[config.mk]
export PLATFORM = sky130hd
export DESIGN_NAME = alu_multicycle
export DESIGN_NICKNAME = d
export VERILOG_FILES = /design/src/rtl/alu_multicycle.sv
export SDC_FILE = /design/constraint.sdc
export NUM_CORES = 1
export LEC_CHECK = 0
export CAP_MARGIN = 30
export CORE_UTILIZATION = 40
export DETAILED_ROUTE_END_ITERATION = 8
export PLACE_DENSITY = 0.69
export SLEW_MARGIN = 20
export SYNTH_ARGS = -nofsm -noshare
export SYNTH_HDL_FRONTEND = slang
export SYNTH_SLANG_ARGS = --single-unit
export TNS_END_PERCENT = 20
[constraint.sdc]
create_clock -name clk -period 6.45 [get_ports clk]
set_clock_uncertainty 0.2 [all_clocks]
set_input_delay 1.6125 -clock clk [delete_from_list [all_inputs] [get_ports clk]]
set_output_delay 1.6125 -clock clk [all_outputs]
set_load 0.02 [all_outputs]
[src/rtl/alu_multicycle.sv]
// alu_multicycle: execute-stage ALU with single-cycle logic/arith/shift ops and
// iterative shift-add multiply and restoring divide behind a valid/ready handshake.
module alu_multicycle #(
    parameter int WIDTH = 32,
    parameter int SHW   = $clog2(WIDTH)
) (
    input  logic             clk,
    input  logic             rst_n,
    input  logic             in_valid,
    output logic             in_ready,
    input  logic [WIDTH-1:0] a,
    input  logic [WIDTH-1:0] b,
    input  logic [3:0]       control,
    input  logic             flush,
    output logic             out_valid,
    output logic [WIDTH-1:0] result,
    output logic [WIDTH-1:0] result_hi,
    output logic             zero,
    output logic             overflow,
    output logic             div_by_zero,
    output logic             illegal
);
    localparam int CW = $clog2(WIDTH);

    typedef enum logic [1:0] {IDLE, MUL, DIV, DONE} state_t;

    state_t               state, state_next;
    logic [CW-1:0]        cnt;
    logic [2*WIDTH-1:0]   p, p_step, prod;
    logic [WIDTH-1:0]     m, a_keep, mag_a, mag_b, q_fin, r_fin, fin_lo, fin_hi;
    logic [WIDTH-1:0]     alu_res, sum, diff;
    logic [WIDTH:0]       acc, r_sh, trial;
    logic [SHW-1:0]       sh;
    logic                 neg_lo, neg_hi, dz, sa, sb, is_md, accept, busy, last, alu_ov;

    assign in_ready = (state == IDLE) || (state == DONE);
    assign accept   = in_valid && in_ready && !flush;
    assign busy     = (state == MUL) || (state == DIV);
    assign last     = cnt == CW'(WIDTH - 1);
    assign is_md    = control[3] & control[2];
    assign sa       = !control[0] && a[WIDTH-1];
    assign sb       = !control[0] && b[WIDTH-1];
    assign mag_a    = sa ? -a : a;
    assign mag_b    = sb ? -b : b;
    assign sh       = b[SHW-1:0];
    assign sum      = a + b;
    assign diff     = a - b;

    // p holds {partial product, multiplier} for MUL and {remainder, dividend/quotient} for DIV
    assign acc    = {1'b0, p[2*WIDTH-1:WIDTH]} + (p[0] ? {1'b0, m} : '0);
    assign r_sh   = {p[2*WIDTH-1:WIDTH], p[WIDTH-1]};
    assign trial  = r_sh - {1'b0, m};
    assign p_step = (state == DIV) ? {trial[WIDTH] ? r_sh[WIDTH-1:0] : trial[WIDTH-1:0], p[WIDTH-2:0], !trial[WIDTH]}
                                   : {acc, p[WIDTH-1:1]};
    assign prod   = neg_lo ? -p_step : p_step;
    assign q_fin  = dz ? '1 : neg_lo ? -p_step[WIDTH-1:0] : p_step[WIDTH-1:0];
    assign r_fin  = dz ? a_keep : neg_hi ? -p_step[2*WIDTH-1:WIDTH] : p_step[2*WIDTH-1:WIDTH];
    assign fin_lo = (state == DIV) ? q_fin : prod[WIDTH-1:0];
    assign fin_hi = (state == DIV) ? r_fin : prod[2*WIDTH-1:WIDTH];

    always_comb begin
        alu_res = '0;
        alu_ov  = 1'b0;
        case (control)
            4'b0000: alu_res = a & b;
            4'b0001: alu_res = a | b;
            4'b0010: begin
                alu_res = sum;
                alu_ov  = (a[WIDTH-1] == b[WIDTH-1]) && (sum[WIDTH-1] != a[WIDTH-1]);
            end
            4'b0011: alu_res = a ^ b;
            4'b0100: alu_res = ~(a | b);
            4'b0101: alu_res = {{(WIDTH-1){1'b0}}, a < b};
            4'b0110: begin
                alu_res = diff;
                alu_ov  = (a[WIDTH-1] != b[WIDTH-1]) && (diff[WIDTH-1] != a[WIDTH-1]);
            end
            4'b0111: alu_res = {{(WIDTH-1){1'b0}}, $signed(a) < $signed(b)};
            4'b1000: alu_res = a << sh;
            4'b1001: alu_res = a >> sh;
            4'b1010: alu_res = $signed(a) >>> sh;
            default: alu_res = '0;
        endcase
    end

    always_comb begin
        state_next = state;
        if (in_ready)
            state_next = accept && is_md ? (control[1] ? DIV : MUL) : IDLE;
        else if (flush)
            state_next = IDLE;
        else if (last)
            state_next = DONE;
    end

    always_ff @(posedge clk or negedge rst_n)
        if (!rst_n) state <= IDLE;
        else        state <= state_next;

    always_ff @(posedge clk or negedge rst_n) begin
        if (!rst_n) begin
            cnt         <= '0;
            p           <= '0;
            m           <= '0;
            a_keep      <= '0;
            neg_lo      <= 1'b0;
            neg_hi      <= 1'b0;
            dz          <= 1'b0;
            out_valid   <= 1'b0;
            result      <= '0;
            result_hi   <= '0;
            zero        <= 1'b0;
            overflow    <= 1'b0;
            div_by_zero <= 1'b0;
            illegal     <= 1'b0;
        end else begin
            out_valid <= 1'b0;
            if (accept && is_md) begin
                cnt    <= '0;
                m      <= control[1] ? mag_b : mag_a;
                p      <= {{WIDTH{1'b0}}, control[1] ? mag_a : mag_b};
                a_keep <= a;
                neg_lo <= sa ^ sb;
                neg_hi <= sa;
                dz     <= control[1] && (b == '0);
            end else if (accept) begin
                out_valid   <= 1'b1;
                result      <= alu_res;
                result_hi   <= '0;
                zero        <= alu_res == '0;
                overflow    <= alu_ov;
                div_by_zero <= 1'b0;
                illegal     <= control == 4'b1011;
            end else if (busy && !flush) begin
                p   <= p_step;
                cnt <= cnt + 1'b1;
                if (last) begin
                    out_valid   <= 1'b1;
                    result      <= fin_lo;
                    result_hi   <= fin_hi;
                    zero        <= fin_lo == '0;
                    overflow    <= 1'b0;
                    div_by_zero <= dz;
                    illegal     <= 1'b0;
                end
            end
        end
    end
endmodule

### Metal 2, run 1

Scale bar: 100 um.
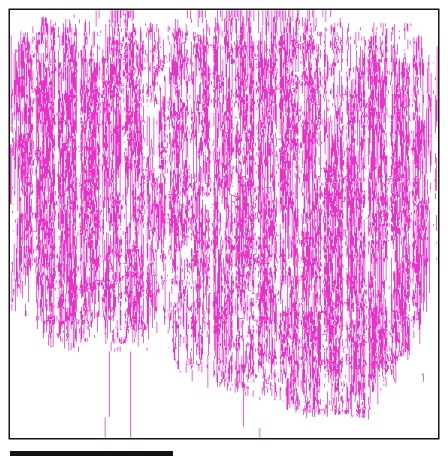
wire length on this layer	57.0 mm
nets with wire on the layer	3,344
longest straight run	78.2 um
main direction	vertical

### Cell placement, run 1

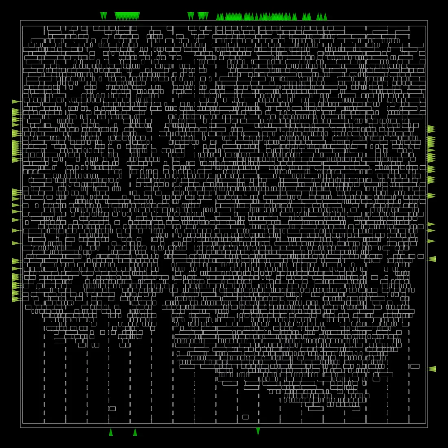
core box area: 66,300 sq um
tapcell count: 864
Core Util, Final: 48.2%
register fraction of the total cell area: 16.2%

### Wiring by layer, run 1

Only two layers are drawn.
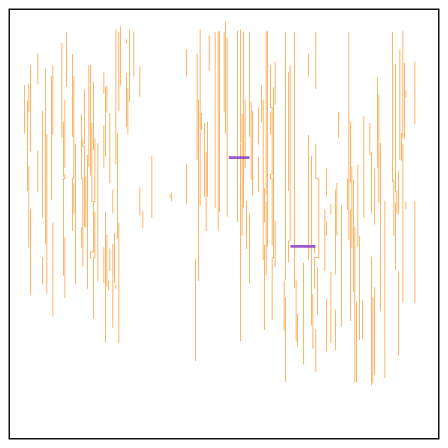
color	layer	wire length
purple	met5	24.8 um
orange	met4	9,180 um

### I/O nets highlighted, run 1

Scale bar: 100 um.
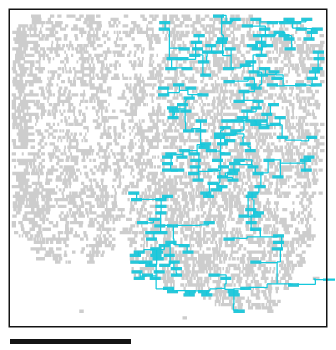
color	port	bits	direction	edge	end cells	buffers	wire
cyan	`rst_n`	1	input	right	207	2	1,820 um

==> run notes, run 1 <==
Physical design

The flow ran to the end, and the final reports show no timing, DRC or antenna violations. The via count of the first global-routing pass is 29.2k. Per the log, the first TritonRoute iteration ended with a DRC count of 3,749. The final layout reports a setup TNS of 0 ns. For reference, the critical path is captured by zero.

The total setup buffers inserted after CTS stands at 0. The total number of H-tree levels stands at 1. Once routing completed, OpenROAD measured the worst setup slack at 0.234 ns. The largest total area in the synthesized netlist belongs to dfrtp_1. The main area contributors are dfrtp_1 (19%), ha_1 (7.8%), o21ai_0 (6.4%), nand2_1 (5.4%), a21oi_1 (5.4%).

The multiplexer share of the synthesized area stands at 9.14%. Of all the cell area in the finished design, non-clock buffers hold 12.5%. The summed instance area of the synthesized netlist stands at 27,100 sq um.

Sequential cells were found to cover 19.1% of the synthesized design area. The most critical hold endpoint after final layout shows a slack of 0.272 ns. Looking at hold timing, the worst path starts from a_keep[24]. Synthesis produced a netlist with a net count of 3,889. The yosys synthesis chip area stands at 27,100 sq um.

The maximum achievable frequency stands at 161 MHz. The pin count of the biggest net entering global routing stands at 149. After synthesis, the share of flip-flops with an asynchronous set or reset is 100%. Measured on the final layout, the clock distribution area share stands at 2.58%. In the Yosys report the total cell count is 3,645.
==> run 2, diff against run 1 <==
Settings changed: CTS_CLUSTER_DIAMETER from default to 150.
### I/O nets highlighted, run 2

Scale bar: 100 um.
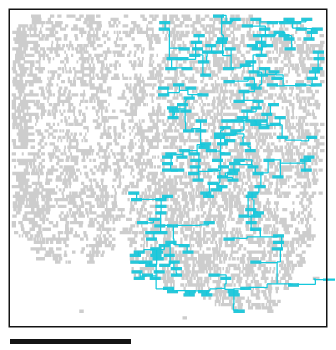
# port buffers: 141
num ports: 142

==> run notes, run 2 <==
Physical design

The number of tapcells was 864 (unchanged). The via count of the first global-routing pass came to 29.2k (unchanged). The async set-or-reset flop fraction in the synthesized netlist stands at 100% (unchanged). The total number of H-tree levels stands at 1 (unchanged). The pin count of the biggest net entering global routing came to 149 (unchanged). The utilization after layout stands at 48.2% (unchanged). In this run the worst setup path terminates at zero. The area of the placeable core stands at 66,300 sq um (unchanged).

The flow ran to the end, and the final reports show no timing, DRC or antenna violations. The clock tree cell share of total cell area stands at 2.58% (unchanged). The summed instance area of the synthesized netlist is 27,100 sq um (unchanged). The post-synthesis sequential area ratio came to 19.1% (unchanged). The yosys synthesis chip area stands at 27,100 sq um (unchanged). Per the hold report, the tightest min-delay path originates at a_keep[24]. The main area contributors are dfrtp_1 (19%), ha_1 (7.8%), o21ai_0 (6.4%), nand2_1 (5.4%), a21oi_1 (5.4%).

The worst hold margin stands at 0.272 ns (unchanged). The fraction of area in registers was 16.2% (unchanged). The biggest area contributor in the post-synthesis netlist is dfrtp_1. The multiplexer share of the synthesized area stands at 9.14% (unchanged). The aggregate negative setup slack came to 0 ns (unchanged). The maximum achievable frequency was 161 MHz (unchanged).
